<file path="config.mk">
export PLATFORM = sky130hd
export DESIGN_NAME = esfa_port_arbiter
export DESIGN_NICKNAME = d
export VERILOG_FILES = /design/src/rtl/esfa_port_arbiter.sv
export SDC_FILE = /design/constraint.sdc
export NUM_CORES = 1
export LEC_CHECK = 0
export ABC_AREA = 0
export CAP_MARGIN = 5
export CELL_PAD_IN_SITES_DETAIL_PLACEMENT = 1
export CELL_PAD_IN_SITES_GLOBAL_PLACEMENT = 1
export CORE_UTILIZATION = 27
export CTS_BUF_LIST = sky130_fd_sc_hd__clkbuf_2 sky130_fd_sc_hd__clkbuf_4 sky130_fd_sc_hd__clkbuf_8
export DETAILED_ROUTE_END_ITERATION = 8
export PLACE_DENSITY = 0.79
export SLEW_MARGIN = 20
export SYNTH_ARGS = -nofsm -noshare
export SYNTH_HDL_FRONTEND = slang
export SYNTH_SLANG_ARGS = --single-unit
</file>
<file path="constraint.sdc">
create_clock -name clk -period 2.2 [get_ports clk]
set_input_delay 0.33 -clock clk [delete_from_list [all_inputs] [get_ports clk]]
set_output_delay 0.33 -clock clk [all_outputs]
set_load 0.05 [all_outputs]
</file>
<file path="src/rtl/esfa_port_arbiter.sv">
// Round-robin front end that time-shares one ESFADesign instance among NUM_REQ requesters.
// One operation in flight: accept, hold operands HOLD_CYCLES, sample result, pulse response.
module esfa_port_arbiter #(
    parameter int unsigned NUM_REQ     = 4,
    parameter int unsigned HOLD_CYCLES = 2,
    parameter logic [7:0]  IDLE_SEL    = 8'h00
) (
    input  logic                   clk,
    input  logic                   reset,
    input  logic [NUM_REQ-1:0]     req_valid,
    output logic [NUM_REQ-1:0]     req_ready,
    input  logic [8*NUM_REQ-1:0]   req_handle,
    input  logic [8*NUM_REQ-1:0]   req_index,
    input  logic [8*NUM_REQ-1:0]   req_value,
    input  logic [8*NUM_REQ-1:0]   req_selector,
    output logic [7:0]             esfa_queried_handle,
    output logic [7:0]             esfa_new_index,
    output logic [7:0]             esfa_new_value,
    output logic [7:0]             esfa_selector,
    input  logic                   esfa_result_bool,
    input  logic [7:0]             esfa_result_value,
    output logic                   rsp_valid,
    output logic [2:0]             rsp_id,
    output logic                   rsp_bool,
    output logic [7:0]             rsp_value,
    output logic                   busy,
    output logic [15:0]            op_count
);

    localparam int IDXW = $clog2(NUM_REQ);
    localparam int HCW  = (HOLD_CYCLES > 1) ? $clog2(HOLD_CYCLES) : 1;

    typedef enum logic [1:0] {S_IDLE, S_ISSUE, S_RESPOND} state_t;

    state_t          state_q;
    logic [IDXW-1:0] last_grant_q;
    logic [HCW-1:0]  hold_cnt_q;
    logic [7:0]      handle_q, index_q, value_q, sel_q;
    logic            rsp_valid_q, rsp_bool_q, busy_q;
    logic [2:0]      rsp_id_q;
    logic [7:0]      rsp_value_q;
    logic [15:0]     op_count_q;

    logic            grant_vld;
    logic [IDXW-1:0] grant_idx;
    int unsigned     cand;
    logic [7:0]      sel_handle, sel_index, sel_value, sel_selector;

    // Search upward from the requester after the last winner, wrapping at NUM_REQ.
    always_comb begin
        grant_vld = 1'b0;
        grant_idx = '0;
        cand      = 0;
        for (int unsigned k = 0; k < NUM_REQ; k++) begin
            cand = (32'(last_grant_q) + 32'd1 + k) % NUM_REQ;
            if (!grant_vld && req_valid[cand]) begin
                grant_vld = 1'b1;
                grant_idx = IDXW'(cand);
            end
        end
    end

    always_comb begin
        req_ready = '0;
        if (state_q == S_IDLE && grant_vld)
            req_ready[grant_idx] = 1'b1;
    end

    always_comb begin
        sel_handle   = '0;
        sel_index    = '0;
        sel_value    = '0;
        sel_selector = '0;
        for (int i = 0; i < NUM_REQ; i++) begin
            if (grant_idx == IDXW'(i)) begin
                sel_handle   = req_handle[8*i +: 8];
                sel_index    = req_index[8*i +: 8];
                sel_value    = req_value[8*i +: 8];
                sel_selector = req_selector[8*i +: 8];
            end
        end
    end

    always_ff @(posedge clk) begin
        if (!reset) begin
            state_q      <= S_IDLE;
            last_grant_q <= IDXW'(NUM_REQ - 1);
            hold_cnt_q   <= '0;
            handle_q     <= '0;
            index_q      <= '0;
            value_q      <= '0;
            sel_q        <= IDLE_SEL;
            rsp_valid_q  <= 1'b0;
            rsp_id_q     <= '0;
            rsp_bool_q   <= 1'b0;
            rsp_value_q  <= '0;
            busy_q       <= 1'b0;
            op_count_q   <= '0;
        end else begin
            rsp_valid_q <= 1'b0;
            case (state_q)
                S_IDLE: begin
                    if (grant_vld) begin
                        handle_q     <= sel_handle;
                        index_q      <= sel_index;
                        value_q      <= sel_value;
                        sel_q        <= sel_selector;
                        last_grant_q <= grant_idx;
                        hold_cnt_q   <= HCW'(HOLD_CYCLES - 1);
                        busy_q       <= 1'b1;
                        state_q      <= S_ISSUE;
                    end
                end
                S_ISSUE: begin
                    if (hold_cnt_q == '0) begin
                        // Result is taken at the last edge of the hold window; the bus idles after it.
                        rsp_bool_q  <= esfa_result_bool;
                        rsp_value_q <= esfa_result_value;
                        rsp_id_q    <= 3'(last_grant_q);
                        rsp_valid_q <= 1'b1;
                        handle_q    <= '0;
                        index_q     <= '0;
                        value_q     <= '0;
                        sel_q       <= IDLE_SEL;
                        state_q     <= S_RESPOND;
                    end else begin
                        hold_cnt_q <= hold_cnt_q - 1'b1;
                    end
                end
                S_RESPOND: begin
                    op_count_q <= op_count_q + 16'd1;
                    busy_q     <= 1'b0;
                    state_q    <= S_IDLE;
                end
                default: state_q <= S_IDLE;
            endcase
        end
    end

    assign esfa_queried_handle = handle_q;
    assign esfa_new_index      = index_q;
    assign esfa_new_value      = value_q;
    assign esfa_selector       = sel_q;
    assign rsp_valid           = rsp_valid_q;
    assign rsp_id              = rsp_id_q;
    assign rsp_bool            = rsp_bool_q;
    assign rsp_value           = rsp_value_q;
    assign busy                = busy_q;
    assign op_count            = op_count_q;

endmodule
</file>
==> images/drive_strength.png <==
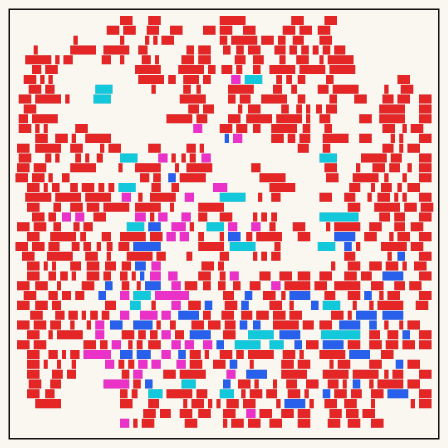
[blue] drive 2 | cells: 48 | share: 7.2%
[red] drive 1 or less | cells: 547 | share: 82%
[cyan] drive 6 and up | cells: 22 | share: 3.3%
[magenta] drive 3 to 4 | cells: 48 | share: 7.2%
worst path setup slack after routing: 0.0481 ns
Repair and plain buffers: 250

==> images/wire_density.png <==
The bar under the picture is 20 µm long. 24 x 24 tiles, from dark purple (low) to yellow (high), scaled to the fullest tile. Values are wire area over tile area, all layers added.
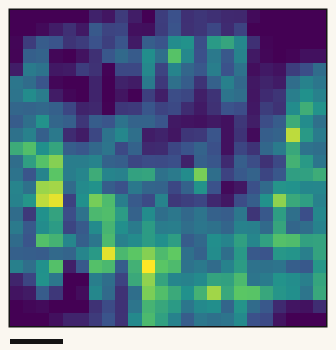
emptiest ninth of the die: upper left
densest ninth of the die: bottom center
tiles over half the peak: 19%
fullest tile: 0.56
Routed Wire Length: 15400 µm
WL per Instance: 18.3 µm

==> images/final_congestion.png <==
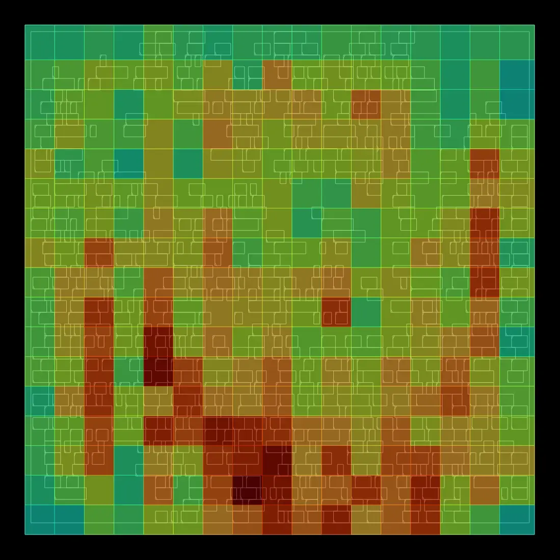
global-route layer with the greatest usage: met2
M1 GR Usage: 24.4%
met2 routing resource usage after global routing: 38.5%
global routing usage on met3: 5.94%
core occupancy in the finished layout: 48.7%

## what timing repair did
| item | CTS | global route |
|---|---|---|
| hold buffers | 0 | 0 |
| pin swaps | 1 | 2 |
| setup endpoints to repair | 4 | 4 |
| setup buffers | 1 | 2 |
| resized | 7 | 6 |
## layer usage
| metal | track usage (%) | up-vias |
|---|---|---|
| li1 | - | 2013 |
| met1 | 24.4 | 2023 |
| met2 | 38.5 | 176 |
| met3 | 5.94 | 37 |
| met4 | 10.1 | 0 |
| met5 | 0 | - |
## worst paths after layout
check	from	to	slack, ns	depth (start not counted)
worst max-delay path	req_valid[2]	req_ready[0]	0.05	6
worst min-delay path	rsp_id[1]	rsp_id[1]	0.46	2
worst max register to register	last_grant_q[0]	esfa_new_value[6]	0.27	6
worst min register to register	rsp_id[1]	rsp_id[1]	0.46	2
## layout make-up
type / instances / area share (%)
Timing Repair Buffer: 250 / 38.0
Multi-Input combinational cell: 310 / 33.1
Sequential cell: 66 / 20.5
Tap cell: 176 / 3.42
Clock buffer: 11 / 2.35
Inverter: 23 / 1.34
Clock inverter: 5 / 1.32
## report_power, final
part | leakage, nW | internal [W] | total (W) | switching [W]
clock network | 0.116 | 0.000706 | 0.00123 | 0.000527
registers | 0.542 | 0.00133 | 0.00142 | 0.0000937
logic | 1.77 | 0.000842 | 0.00194 | 0.00110
total | 2.43 | 0.00288 | 0.00460 | 0.00172
## critical path: cells and delay by family
| family | cells | cell delay, ns |
|---|---|---|
| AND/OR/NAND/NOR | 3 | 0.68 |
| buffers and inverters | 3 | 0.81 |
## state kept, by name, indices dropped and copies added (netlist names)
register	flops
state_q	2
rsp_bool	1
esfa_new_value	8
esfa_selector	8
esfa_queried_handle	8
busy	1
rsp_id	2
hold_cnt_q	1
esfa_new_index	8
rsp_value	8
last_grant_q	2
op_count	16
rsp_valid	1
==> results.txt <==
Implementation numbers.

- The cell type that accounts for the most area after synthesis is sky130_fd_sc_hd__dfxtp_1.
- The global route stage reports its total congestion overflow as 0.
- The first-pass iteration count of the detailed router is 5.
- The commonest register cell after synthesis is sky130_fd_sc_hd__dfxtp_1.
- In the global route stage, overall resource usage came out at 21.8%.
- At the pin with the least slew margin, the transition time is 0.571 ns.
- In the final report, the number of hold violations comes to 0.
- The clock buffer count from CTS is 9.
- In this run, distinct cell masters in the synthesized netlist total 56.
- The depth of the CTS H-tree is 3.
- For reference, XOR and XNOR gates occupy 3.35% of the area reported after synthesis.
- At the end of routability-driven placement, the weighted congestion stood at 0.904.
- The footprint of the flip-flops and latches is 1320 µm².
- Per the run summary, max-cap violations total 0.
- Yosys reports the multiplexer fraction of the synthesized area as 0.273%.
- The synthesized design contains 0 enable-type register cells.
- The first global-routing pass estimated 23800 µm of wire.
- The minimum period implied by the final worst setup slack is 2.15 ns.
- The number of synthesis warnings is 0.
- The number of buffers on the longest clock path is 2.
- Before any placement, the netlist area is recorded as 3660 µm².
- The initial antenna violation count is 0.
- The OpenROAD warning count is 28.
- On the final layout, the worst hold slack is 0.460 ns.
- The power per cell area is 714 nW/µm².
- The logic area is 2130 µm².
- The number of cells after detailed placement is 822.
- The signal on the critical path passes through clkdlybuf4s50_1 -> buf_6 -> nor4_2 -> or3_4 -> nor2_2 -> buf_12.
- The fraction of final layout cells sized beyond drive strength 1 is 17.7%.
- Per the OpenROAD floorplan log, the width of the die is 119 µm.
- The number of buffer cells added on primary ports is 207.
- The simple logic cell fraction of the synthesized area is 24.5%.
- Leaving out fill and tap cells, the most frequent cells in the layout are sky130_fd_sc_hd__clkdlybuf4s50_1 (201), sky130_fd_sc_hd__dfxtp_1 (65), sky130_fd_sc_hd__nor2_1 (42).
- The via count of the first global-routing pass is 4498.
- The highest clock rate this design can be run at is 0.465 GHz.
- For reference, the final report shows the max-slew violation count at 0.
- For this run, design rule violations remaining after detail routing come to 0.
- The clock transition at the registers of the reported paths is 0.08 ns.
- The detail route stage leaves a number of antenna-violating nets equal to 0.
- Of the available clock period, the critical path in the final layout requires 97.8%.
- The analysis reports a worst IR drop on VDD of 0.000344 V.
- The critical path data arrival time is 1.82 ns.
- The post-synthesis adder-cell area fraction is 0.341%.
- The number of storage elements in the synthesis netlist is 66.
- The cell area after placement is 6140 µm².
- Per the post-synthesis stats, the area per cell is 8.48 µm².
- The count of antenna diodes in the layout is 0.
- The CTS log lists the clock sinks for this run as 66.
- The worst slack at placement is -0.251 ns.
- The final layout reports a setup TNS of 0 ns.
- The number of fill cells in the layout is 1539.
- After detailed routing, the number of vias per cell comes to 5.05.
- The count of vias placed by the detailed router is 4249.
- In the floorplan report the effective utilization is 27.7%.
- The placeable core region is 13200 µm².
- Summed over all cells, the static leakage comes to 2.43 nW.
- The number of setup violations in the final report is 0.
- Sorting the synthesized cells by area gives the leading types as sky130_fd_sc_hd__dfxtp_1 (36%), sky130_fd_sc_hd__o32ai_2 (6.2%), sky130_fd_sc_hd__nor2_1 (4.7%).
- The half-perimeter wire length of the detailed placement result is 11700 µm.
- After synthesis, the most frequently instantiated cells are sky130_fd_sc_hd__dfxtp_1 (66), sky130_fd_sc_hd__nor2_1 (46), sky130_fd_sc_hd__nand2_1 (41), sky130_fd_sc_hd__a21oi_1 (21), sky130_fd_sc_hd__inv_1 (21).
- The cell-mix breakdown from Yosys lists the compound-gate area share as 28.5%.
- The overall die area is 14000 µm².
- The largest stage delay on the critical path is 0.52 ns.
- Per the skew report, the later register of the worst-skew pair sees a clock latency of 0.36 ns.
- In the final design database the tool counted 804 nets.
- The total power consumption of the routed design is 0.00460 W.
- By instance count after routing, the leading logic cell type is sky130_fd_sc_hd__clkdlybuf4s50_1.
- The floorplan has 42 rows.
- The final non-filler cell total is 841.
- Once layout is done, the placed cells without fillers occupy 6440 µm².
- The worst min-delay path class is reg -> reg.
- STA classifies the critical path startpoint as an input pin.
- The routed design uses 7570 µm of met2 wire.
- In this run the clock root is driven by a sky130_fd_sc_hd__clkbuf_8.
- The CTS tree is done.
- The highest metal layer with signal wires is met4.
- The met1 layer wirelength in the final routing is 6180 µm.
- The share of the yosys chip area belonging to registers is 36.1%.
- The area added between synthesis and finish is 75.9%.
- The total met3 wirelength after detailed routing is 1040 µm.
- The largest net degree at the start of global routing is 34.
- The setup skew after layout is 0.0107 ns.
- The critical path is of the in -> out type.
- The tightest slew margin relative to the limit is 61.8%.
- The synthesized design devotes to its leading area cell type 36.1% of total area.
- The vertical die dimension reported for this design is 119 µm.
- Setup repair after global routing could not meet its margin everywhere.
- Per the post-synthesis report, the number of cells in the design is 432.
- According to the timing report, the data required time at the worst endpoint equals 1.87 ns.
- Looking at the critical path, the highest net fanout was 6.
- The endpoint type of the worst setup path is a primary output.
- The number of cells reported by Yosys stat comes to 432.
- The run finished with clean final reports.
- Yosys reported that registers with async set or reset make up 0%.
- Post-synthesis, Yosys gives the total cell area as 3660 µm².
- When the netlist entered floorplanning its net count stood at 576.
- The DRC marker count from the first detailed-route iteration is 141.
- The cell with the most instances after synthesis is sky130_fd_sc_hd__dfxtp_1.
- On the critical path, the stage with the largest delay is an instance of sky130_fd_sc_hd__clkdlybuf4s50_1.
- The main combinational cell family by area after synthesis is AND-OR/OR-AND gates.
- For this design the top-level I/O count stands at 209.
Power and IR drop assume default switching activity.
